--- src/rtl/seq_div.sv ---
// seq_div: sequential unsigned restoring divider, one quotient bit per clock.
//   clk, rst_n     : clock, asynchronous active-low reset
//   start          : request, sampled only while busy=0
//   dividend       : unsigned dividend, captured when start is accepted
//   divisor        : unsigned divisor, captured when start is accepted
//   busy           : high while an iterative division is in progress
//   done           : single-cycle completion pulse
//   quotient       : registered quotient, held until the next completion
//   remainder      : registered remainder, held until the next completion
//   div_by_zero    : set at completion when the divisor was zero
module seq_div #(
  parameter int unsigned WIDTH = 8
) (
  input  logic             clk,
  input  logic             rst_n,
  input  logic             start,
  input  logic [WIDTH-1:0] dividend,
  input  logic [WIDTH-1:0] divisor,
  output logic             busy,
  output logic             done,
  output logic [WIDTH-1:0] quotient,
  output logic [WIDTH-1:0] remainder,
  output logic             div_by_zero
);

  localparam int unsigned CW = $clog2(WIDTH + 1);

  typedef enum logic {S_IDLE = 1'b0, S_RUN = 1'b1} state_t;

  state_t           state, state_nxt;
  logic [CW-1:0]    cnt;
  logic [WIDTH:0]   prem;       // partial remainder
  logic [WIDTH-1:0] dvd;        // working dividend, quotient shifts in at LSB
  logic [WIDTH-1:0] dvs;
  logic             dz_pend;    // divide-by-zero result due on next edge

  logic [WIDTH+1:0] prem_sh;
  logic [WIDTH+1:0] diff;
  logic [WIDTH:0]   prem_nxt;
  logic [WIDTH-1:0] dvd_nxt;

  // Next-state logic
  always_comb begin
    state_nxt = state;
    case (state)
      S_IDLE:  if (start && (divisor != '0)) state_nxt = S_RUN;
      S_RUN:   if (cnt == CW'(1)) state_nxt = S_IDLE;
      default: state_nxt = S_IDLE;
    endcase
  end

  // One restoring iteration: shift, trial-subtract, keep or restore
  always_comb begin
    prem_sh  = {prem, dvd[WIDTH-1]};
    diff     = prem_sh - {2'b00, dvs};
    prem_nxt = diff[WIDTH+1] ? prem_sh[WIDTH:0] : diff[WIDTH:0];
    dvd_nxt  = {dvd[WIDTH-2:0], ~diff[WIDTH+1]};
  end

  // State and datapath registers
  always_ff @(posedge clk or negedge rst_n) begin
    if (!rst_n) begin
      state       <= S_IDLE;
      cnt         <= '0;
      prem        <= '0;
      dvd         <= '0;
      dvs         <= '0;
      dz_pend     <= 1'b0;
      busy        <= 1'b0;
      done        <= 1'b0;
      quotient    <= '0;
      remainder   <= '0;
      div_by_zero <= 1'b0;
    end else begin
      state   <= state_nxt;
      busy    <= (state_nxt == S_RUN);
      done    <= 1'b0;
      dz_pend <= 1'b0;

      // dvd still holds the dividend captured on the previous edge
      if (dz_pend) begin
        quotient    <= '1;
        remainder   <= dvd;
        div_by_zero <= 1'b1;
        done        <= 1'b1;
      end

      case (state)
        S_IDLE: begin
          if (start) begin
            dvd     <= dividend;
            dvs     <= divisor;
            prem    <= '0;
            cnt     <= CW'(WIDTH);
            dz_pend <= (divisor == '0);
          end
        end
        S_RUN: begin
          prem <= prem_nxt;
          dvd  <= dvd_nxt;
          cnt  <= cnt - CW'(1);
          if (cnt == CW'(1)) begin
            quotient    <= dvd_nxt;
            remainder   <= prem_nxt[WIDTH-1:0];
            div_by_zero <= 1'b0;
            done        <= 1'b1;
          end
        end
        default: ;
      endcase
    end
  end

endmodule
--- config.mk ---
export PLATFORM = sky130hd
export DESIGN_NAME = seq_div
export DESIGN_NICKNAME = d
export VERILOG_FILES = /design/src/rtl/seq_div.sv
export SDC_FILE = /design/constraint.sdc
export NUM_CORES = 1
export LEC_CHECK = 0
export CORE_ASPECT_RATIO = 0.9
export CORE_MARGIN = 2
export CORE_UTILIZATION = 40
export DETAILED_ROUTE_END_ITERATION = 8
export GPL_TIMING_DRIVEN = 0
export PLACE_DENSITY = 0.63
export SYNTH_ARGS = -nofsm -noshare
export SYNTH_HDL_FRONTEND = slang
export SYNTH_SLANG_ARGS = --single-unit
--- constraint.sdc ---
create_clock -name clk -period 3 [get_ports clk]
set_input_delay 0.3 -clock clk [delete_from_list [all_inputs] [get_ports clk]]
set_output_delay 0.3 -clock clk [all_outputs]
set_load 0.02 [all_outputs]
Figure 1. Congestion heat map.
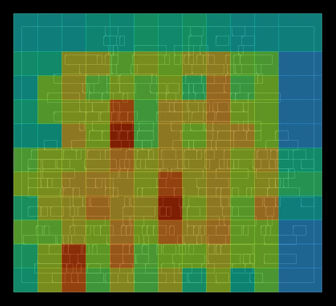
wire length per cell: 15.00 µm
GRT busiest layer: met2
met3 Use GR: 3.206%
post-route core utilization: 51.59%

Figure 2. Wiring by layer.
Bar = 20 µm.
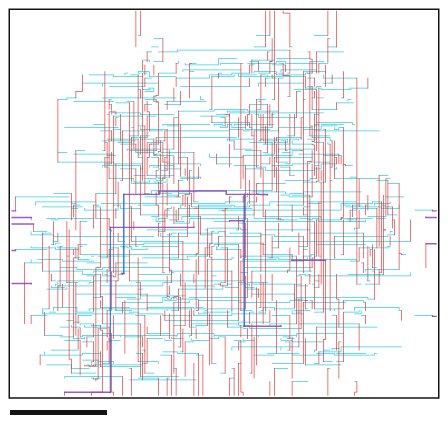
red -> M2  # wire length 2,670 µm
cyan -> M1  # wire length 3,010 µm
purple -> M3  # wire length 94.5 µm
blue -> M4  # wire length 77.5 µm

Figure 3. I/O pins on the die edge.
Pins as bars across the die edge, other pins in grey.
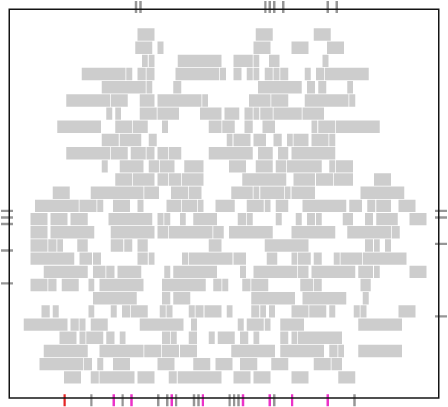
red -> clk  # pins 1, direction input, edge south
magenta -> quotient  # pins 8, direction output, edge south

==> metrics.yaml <==
outcome: "complete, no violations"
worstPathRequired_ps: 3200
critPathCaptureType: "flip-flop"
max_stage_delay_ps: 420
yosys_warnings: 0
dr.first_iter.drc_count: 59
clock_power_uw: 503
path_buffers: 2
finalSetupViolations: 0
clockBufferDepth: 2
ir_worst_vdd_mv: 0.5904
p_seq_mw: 1.21
power_density_mw_per_mm2: 1298
fillers: 582
grt_pass1_vias: 1918
die_width_um: 88.29
io_buffers: 36
worst_setup_path_start_kind: "flip-flop"
syn2layout_area_growth_pct: 24.02
critPathKind: "flip-flop to flip-flop"
rsz0062_at_grt: "false"
cts_tree: "yes"
clk_latency_ps: 310
final_layout_size_suffix_gt1_share_pct: 6.931
grt_usage_pct: 18.16
hold_start: "start"
synth_area_mm2: 0.002557
place.gp.congestion: 0.8544
timing.reg2reg.setup_slack_ps: 420
synth-main-ff-cell: "dfrtp_1"
edf_count: 0
antenna_found_initial: 0
ff2ff_path_depth: 10
hold_violations: 0
grt_overflow: 0
rows: 27
ys_seq_elements: 49
maxCapViolCount: 0
how the worst max path moves through the flow:
stage,start,to,slack (ps),cells past startpoint
after floorplan,dvd[7],prem[8],680,10
after global placement,rst_n,dvs[2],150,1
after detailed placement,dvd[7],prem[8],440,10
after CTS,dvd[7],prem[8],420,10
after global routing,dvd[7],prem[8],170,10
final,dvd[7],prem[8],420,10
sequential cells by signal, summed over array words and instances (netlist names):
register / flops
prem: 9
dvd: 8
dvs: 8
quotient: 8
remainder: 8
cnt: 4
div_by_zero: 1
done: 1
dz_pend: 1
state: 1
cell usage in the layout, fill, tap and decap left out, drive strengths merged, types with 2 or more instances in the layout:
| master | n |
|---|---|
| nor3 | 5 |
| nand2 | 33 |
| nor2 | 17 |
| mux2i | 27 |
| buf | 6 |
| dfrtp | 49 |
| nor2b | 6 |
| mux2 | 2 |
| inv | 13 |
| clkbuf | 16 |
| o21ai | 26 |
| or3 | 2 |
| clkdlybuf4s50 | 35 |
| a211oi | 8 |
| xor2 | 2 |
| a21oi | 11 |
| nand2b | 5 |
| ha | 10 |
| and3 | 2 |
| a21o | 3 |
| xnor2 | 7 |
cells in the mapped netlist (2+ instances only):
cell type,count,area share (%)
nor2b_1,6,1.5
clkbuf_1,10,1.5
mux2i_1,27,11
mux2_2,2,0.88
a21o_1,3,0.88
xor2_1,2,0.69
nand2b_1,5,1.2
and3_2,2,0.59
nand2_1,33,4.8
xnor2_1,7,2.4
o21ai_0,26,5.1
or3_1,2,0.49
ha_1,10,4.9
inv_1,13,1.9
dfrtp_1,49,48
a211oi_1,7,2.1
nor2_1,17,2.5
nor3_1,5,0.98
a21oi_1,10,2.0
cell families (layout without fill, tap and decap cells):
logic type                 after synthesis  count (layout)  synth area share, %
adders and majority gates               11              11                5.675
and+or+nand+nor                         75              75                13.55
AOI/OAI and AO/OA                       56              56                13.70
muxes                                   29              29                11.45
DFF                                     49              49                47.95
xor gates and xnor gates                 9               9                3.082
buffers and inverters                   28              74                4.599
per-stage QoR:
| step | hold WS (ps) | std cells | power, mW | utilization [%] |
|---|---|---|---|---|
| 2_1_floorplan | 4.409 | 257 | 2.930 | - |
| 3_3_place_gp | 479.0 | 380 | 3.573 | 49.23 |
| 3_5_place_dp | 243.0 | 381 | 3.629 | 49.47 |
| 4_1_cts | 405.5 | 390 | 4.152 | 51.59 |
| 5_1_grt | 425.7 | 390 | 4.466 | 51.59 |
| 6_report | 408.6 | 390 | 4.116 | 51.59 |
tightest hold or removal path, delay by kind of cell:
kind,cells,cell delay (ps)
buffers and inverters,1,160
AND-OR/OR-AND,1,80
multiplexers,1,150
routing by layer:
layer	vias up	track usage, %	routed length, µm
li1	967	-	-
met1	922	26.36	3012
met2	18	27.44	2667
met3	7	3.206	94
met4	0	5.758	77
met5	-	0	0
layout make-up:
class	count	area [µm²]	area share [%]
timing repair buffer	38	385.4	12.15
sequential	49	1226	38.66
buffer	14	65.06	2.051
clock buffer	6	82.58	2.604
multi-input combinational	180	1214	38.26
clock inverter	2	37.54	1.183
inverter	14	52.55	1.657
tap	87	108.9	3.432
repair_timing:
item	CTS	global route
gates resized	0	0
buffers inserted	0	0
endpoints found under the hold margin	15	0
hold buffers	1	0
Power figures rest on the tool's default switching activity, not on a simulated workload.
